--- config.mk ---
export PLATFORM = sky130hd
export DESIGN_NAME = regfile_wb
export DESIGN_NICKNAME = d
export VERILOG_FILES = /design/src/rtl/riscv_pkg.sv /design/src/rtl/regfile_rdport.sv /design/src/rtl/regfile_wb.sv
export SDC_FILE = /design/constraint.sdc
export NUM_CORES = 2
export LEC_CHECK = 0
export CORE_MARGIN = 4
export CORE_UTILIZATION = 57
export CTS_CLUSTER_DIAMETER = 150
export DETAILED_ROUTE_END_ITERATION = 10
export GPL_ROUTABILITY_DRIVEN = 0
export PLACE_DENSITY_LB_ADDON = 0.25
export SYNTH_ARGS = -nofsm -noshare
export SYNTH_HDL_FRONTEND = slang
export SYNTH_HIERARCHICAL = 1
export SYNTH_SLANG_ARGS = --single-unit
--- constraint.sdc ---
create_clock -name clk -period 2.06 [get_ports clk]
set_input_delay 0.412 -clock clk [delete_from_list [all_inputs] [get_ports clk]]
set_output_delay 0.412 -clock clk [all_outputs]
set_load 0.005 [all_outputs]
--- src/rtl/riscv_pkg.sv ---
// Shared RISC-V pipeline definitions: register-file geometry and the
// architectural zero register. Used by the writeback stage, hazard unit
// and the integer register file.
package riscv_pkg;

   localparam int XLEN = 32;
   localparam int NREG = 32;
   localparam int AW   = 5;

   typedef logic [AW-1:0]   reg_addr_t;
   typedef logic [XLEN-1:0] xlen_t;

   localparam reg_addr_t REG_ZERO = '0;

endpackage : riscv_pkg

--- src/rtl/regfile_rdport.sv ---
// One combinational register-file read port: array select, optional
// same-cycle writeback bypass, and the x0 guard. The x0 guard is applied
// last so that address 0 reads zero regardless of what the bypass sees.
module regfile_rdport
   import riscv_pkg::*;
#(
   parameter int XLEN   = riscv_pkg::XLEN,
   parameter int NREG   = riscv_pkg::NREG,
   parameter int AW     = riscv_pkg::AW,
   parameter bit BYPASS = 1'b0
) (
   input  logic [NREG-1:0][XLEN-1:0] regs,
   input  logic [AW-1:0]             addr,
   input  logic                      byp_valid,
   input  logic [AW-1:0]             byp_addr,
   input  logic [XLEN-1:0]           byp_data,
   output logic [XLEN-1:0]           data
);

   // Select stored value, override with in-flight writeback data, force x0 to zero.
   always_comb begin
      data = regs[addr];
      if (BYPASS && byp_valid && (byp_addr == addr)) begin
         data = byp_data;
      end
      if (addr == REG_ZERO) begin
         data = '0;
      end
   end

endmodule : regfile_rdport

--- src/rtl/regfile_wb.sv ---
// Integer register file at the consumer end of the writeback interface.
// 31 stored registers (x0 hard-wired to zero), two decode read ports, one
// never-bypassed debug read port and a wrapping count of committed writes.
// Optional feature macro: REGFILE_BYPASS_EN enables the same-cycle
// write-to-read bypass on the two decode ports. Without it, decode sees
// new data one cycle after the write edge and the hazard unit stalls.
module regfile_wb
   import riscv_pkg::*;
#(
   parameter int XLEN = riscv_pkg::XLEN,
   parameter int NREG = riscv_pkg::NREG,
   parameter int AW   = riscv_pkg::AW
) (
   input  logic            clk,
   input  logic            reset,
   input  logic            RegWriteW,
   input  logic [AW-1:0]   rdW,
   input  logic [XLEN-1:0] ResultW,
   input  logic [AW-1:0]   rs1D,
   input  logic [AW-1:0]   rs2D,
   output logic [XLEN-1:0] RD1D,
   output logic [XLEN-1:0] RD2D,
   input  logic [AW-1:0]   dbg_addr,
   output logic [XLEN-1:0] dbg_data,
   output logic [31:0]     wr_count
);

`ifdef REGFILE_BYPASS_EN
   localparam bit BYPASS = 1'b1;
`else
   localparam bit BYPASS = 1'b0;
`endif

   logic [NREG-1:0][XLEN-1:0] regs;
   logic                      wr_en;
   logic                      byp_valid;

   // RegWriteW gates first so an unknown rdW with no write pending cannot enable anything.
   assign wr_en     = RegWriteW && (rdW != REG_ZERO);
   // Bypass is held off during reset so decode reads the cleared array.
   assign byp_valid = wr_en && reset;

   assign regs[0] = '0;

   for (genvar i = 1; i < NREG; i++) begin : g_reg
      logic [XLEN-1:0] q;

      // Register x[i]: cleared asynchronously, loaded when addressed by a valid write.
      always_ff @(posedge clk or negedge reset) begin
         if (!reset) begin
            q <= '0;
         end else if (wr_en && (rdW == AW'(i))) begin
            q <= ResultW;
         end
      end

      assign regs[i] = q;
   end

   // Count committed writes; wraps silently at 2^32.
   always_ff @(posedge clk or negedge reset) begin
      if (!reset) begin
         wr_count <= '0;
      end else if (wr_en) begin
         wr_count <= wr_count + 32'd1;
      end
   end

   regfile_rdport #(
      .XLEN   (XLEN),
      .NREG   (NREG),
      .AW     (AW),
      .BYPASS (BYPASS)
   ) u_rd1 (
      .regs      (regs),
      .addr      (rs1D),
      .byp_valid (byp_valid),
      .byp_addr  (rdW),
      .byp_data  (ResultW),
      .data      (RD1D)
   );

   regfile_rdport #(
      .XLEN   (XLEN),
      .NREG   (NREG),
      .AW     (AW),
      .BYPASS (BYPASS)
   ) u_rd2 (
      .regs      (regs),
      .addr      (rs2D),
      .byp_valid (byp_valid),
      .byp_addr  (rdW),
      .byp_data  (ResultW),
      .data      (RD2D)
   );

   regfile_rdport #(
      .XLEN   (XLEN),
      .NREG   (NREG),
      .AW     (AW),
      .BYPASS (1'b0)
   ) u_dbg (
      .regs      (regs),
      .addr      (dbg_addr),
      .byp_valid (1'b0),
      .byp_addr  (rdW),
      .byp_data  (ResultW),
      .data      (dbg_data)
   );

endmodule : regfile_wb

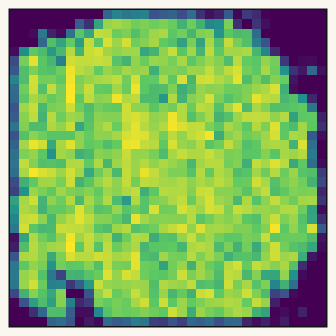
Figure 1: cell density map.
The die is cut into 34 by 34 equal tiles; dark purple is low, yellow is high, 0 to 100% covered.
The emptiest ninth of the die: north-east. The mean over all tiles is 66%. 57% of the tiles are over 75% full.
Final Util: 0.720
Initial Util: 0.576
area of the core: 0.111 mm^2

==> out/qor.yml <==
routing:
  detail_route.wirelength.met1_mm: 81.8
  dr.pass1.iters: 6
  detailroute.via_count: 48500
  totalWireLength_mm: 230
  max_layer_used: "met5"
  drtAntennaViolNets: 0
placed_design:
  dp.cells: 6411
  place.detailed.hpwl_mm: 151
  detailedPlace.worstSlack_ps: -1250
grt:
  grt_busiest_layer: "met2"
  first_global_vias: 50100
  grt.met2_usage: 0.583
  globalRouteTotalUtil: 0.389
final_timing:
  least_margin_pin_slew_ps: 602
  fin_setup_tns_ps: -64760
  setup-violations-final: 96
  final_worst_setup_slack_ps: -812
  clock_skew_ps: 7.03
  worst_relative_slew_slack: 0.599
synth:
  syn_inst: 4363
flow_run:
  count_of_tool_warnings: 29
  drv.max_cap_violation_count: 0
outcome:
  status: "finished with violations"
  failed_checks: "negative setup slack"
critical_path:
  cp_data_required_time_ps: 1650
  worst_setup_path_start_kind: "register"
  arrival_ps: 2460
  crit_fanout: 3
  setup.worst_path.end_class: "output pin"
  worst_r2r_path_depth: 5
clock_network:
  h-tree-depth: 3
  cts_tree: "yes"
  worstSkewPairLatency_ps: 710
  cts_buffers: 110
die:
  die_h_um: 343
  die_width_um: 343
  chip_area_mm2: 0.117
layout:
  final_cell_mix: "1013 x dfrtp_1, 1011 x mux2_2, 672 x mux4_2, 671 x buf_4, 190 x mux2i_1"
  leading_cell_type_in_the_layout_fill_and_taps_excluded: "dfrtp_1"
  post_route_cells_drive_above_1_share: 0.643
power_and_ir_drop:
  p_leak_nw: 34.1
  power_density_mw_per_mm2: 855
  intPower_mw: 47.7
  seqPwrFrac: 0.408
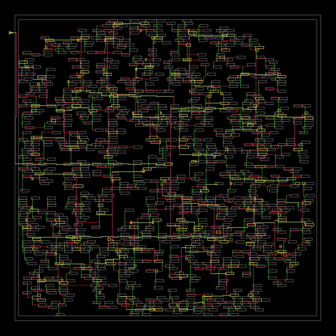
Figure 2: the clock network.
power attributed to the clock group: 20.9 mW
number of sequential cells: 1024

## through the flow
stage / total power, mW / hold WS [ps] / utilization / area (um^2)
floorplan: 38.7 / 116 / - / 64200
global placement: 44.5 / 363 / 0.660 / 73100
detailed placement: 45.3 / 362 / 0.660 / 73100
CTS: 67.3 / 235 / 0.714 / 79100
global route: 70.4 / 252 / 0.720 / 79700
finish: 68.1 / 260 / 0.720 / 79700
## critical path: stages (launching register included)
cell      delay, ps
dfrtp_1         410
buf_6           130
mux4_2          460
mux2_4          310
o21ai_4         150
a311oi_4         80
buf_2           200
## what timing repair did
action / in CTS / in global routing
endpoints found under the hold margin: 79 / 0
hold buffers: 1 / 0
cloned: 0 / 1
gates resized: 824 / 101
buffers inserted: 102 / 18
setup endpoints to repair: 127 / 100
pin swaps: 123 / 58
## final timing paths
kind | endpoint | from | slack [ps]
worst max-delay path | RD1D[11] | g_reg[15].q[11]$_DFFE_PN0P_ | -810
worst min-delay path | g_reg[9].q[27]$_DFFE_PN0P_ | reset | 260
worst max register to register | wr_count[31]$_DFFE_PN0P_ | wr_count[18]$_DFFE_PN0P_ | 170
worst min register to register | wr_count[31]$_DFFE_PN0P_ | wr_count[31]$_DFFE_PN0P_ | 490
max in group asynchronous | g_reg[23].q[27]$_DFFE_PN0P_ | reset | 850
min in group clk | wr_count[31]$_DFFE_PN0P_ | wr_count[31]$_DFFE_PN0P_ | 490
## layout make-up
cell class,count,area (um^2),area share
Timing Repair Buffer,1044,10000,0.126
Inverter,7,33.8,0.000424
Multi-Input combinational cell,2921,38400,0.481
Sequential cell,1024,25600,0.322
Clock inverter,54,598,0.00750
Tap cell,1488,1860,0.0233
Clock buffer,153,3200,0.0401
Antenna cell,1,2.50,0.0000314
## state kept, by name, summed over array words and instances, names as in the netlist
name      flops
wr_count     32
g.q         992
No activity file was given, so power comes from the tool's default toggle rates.
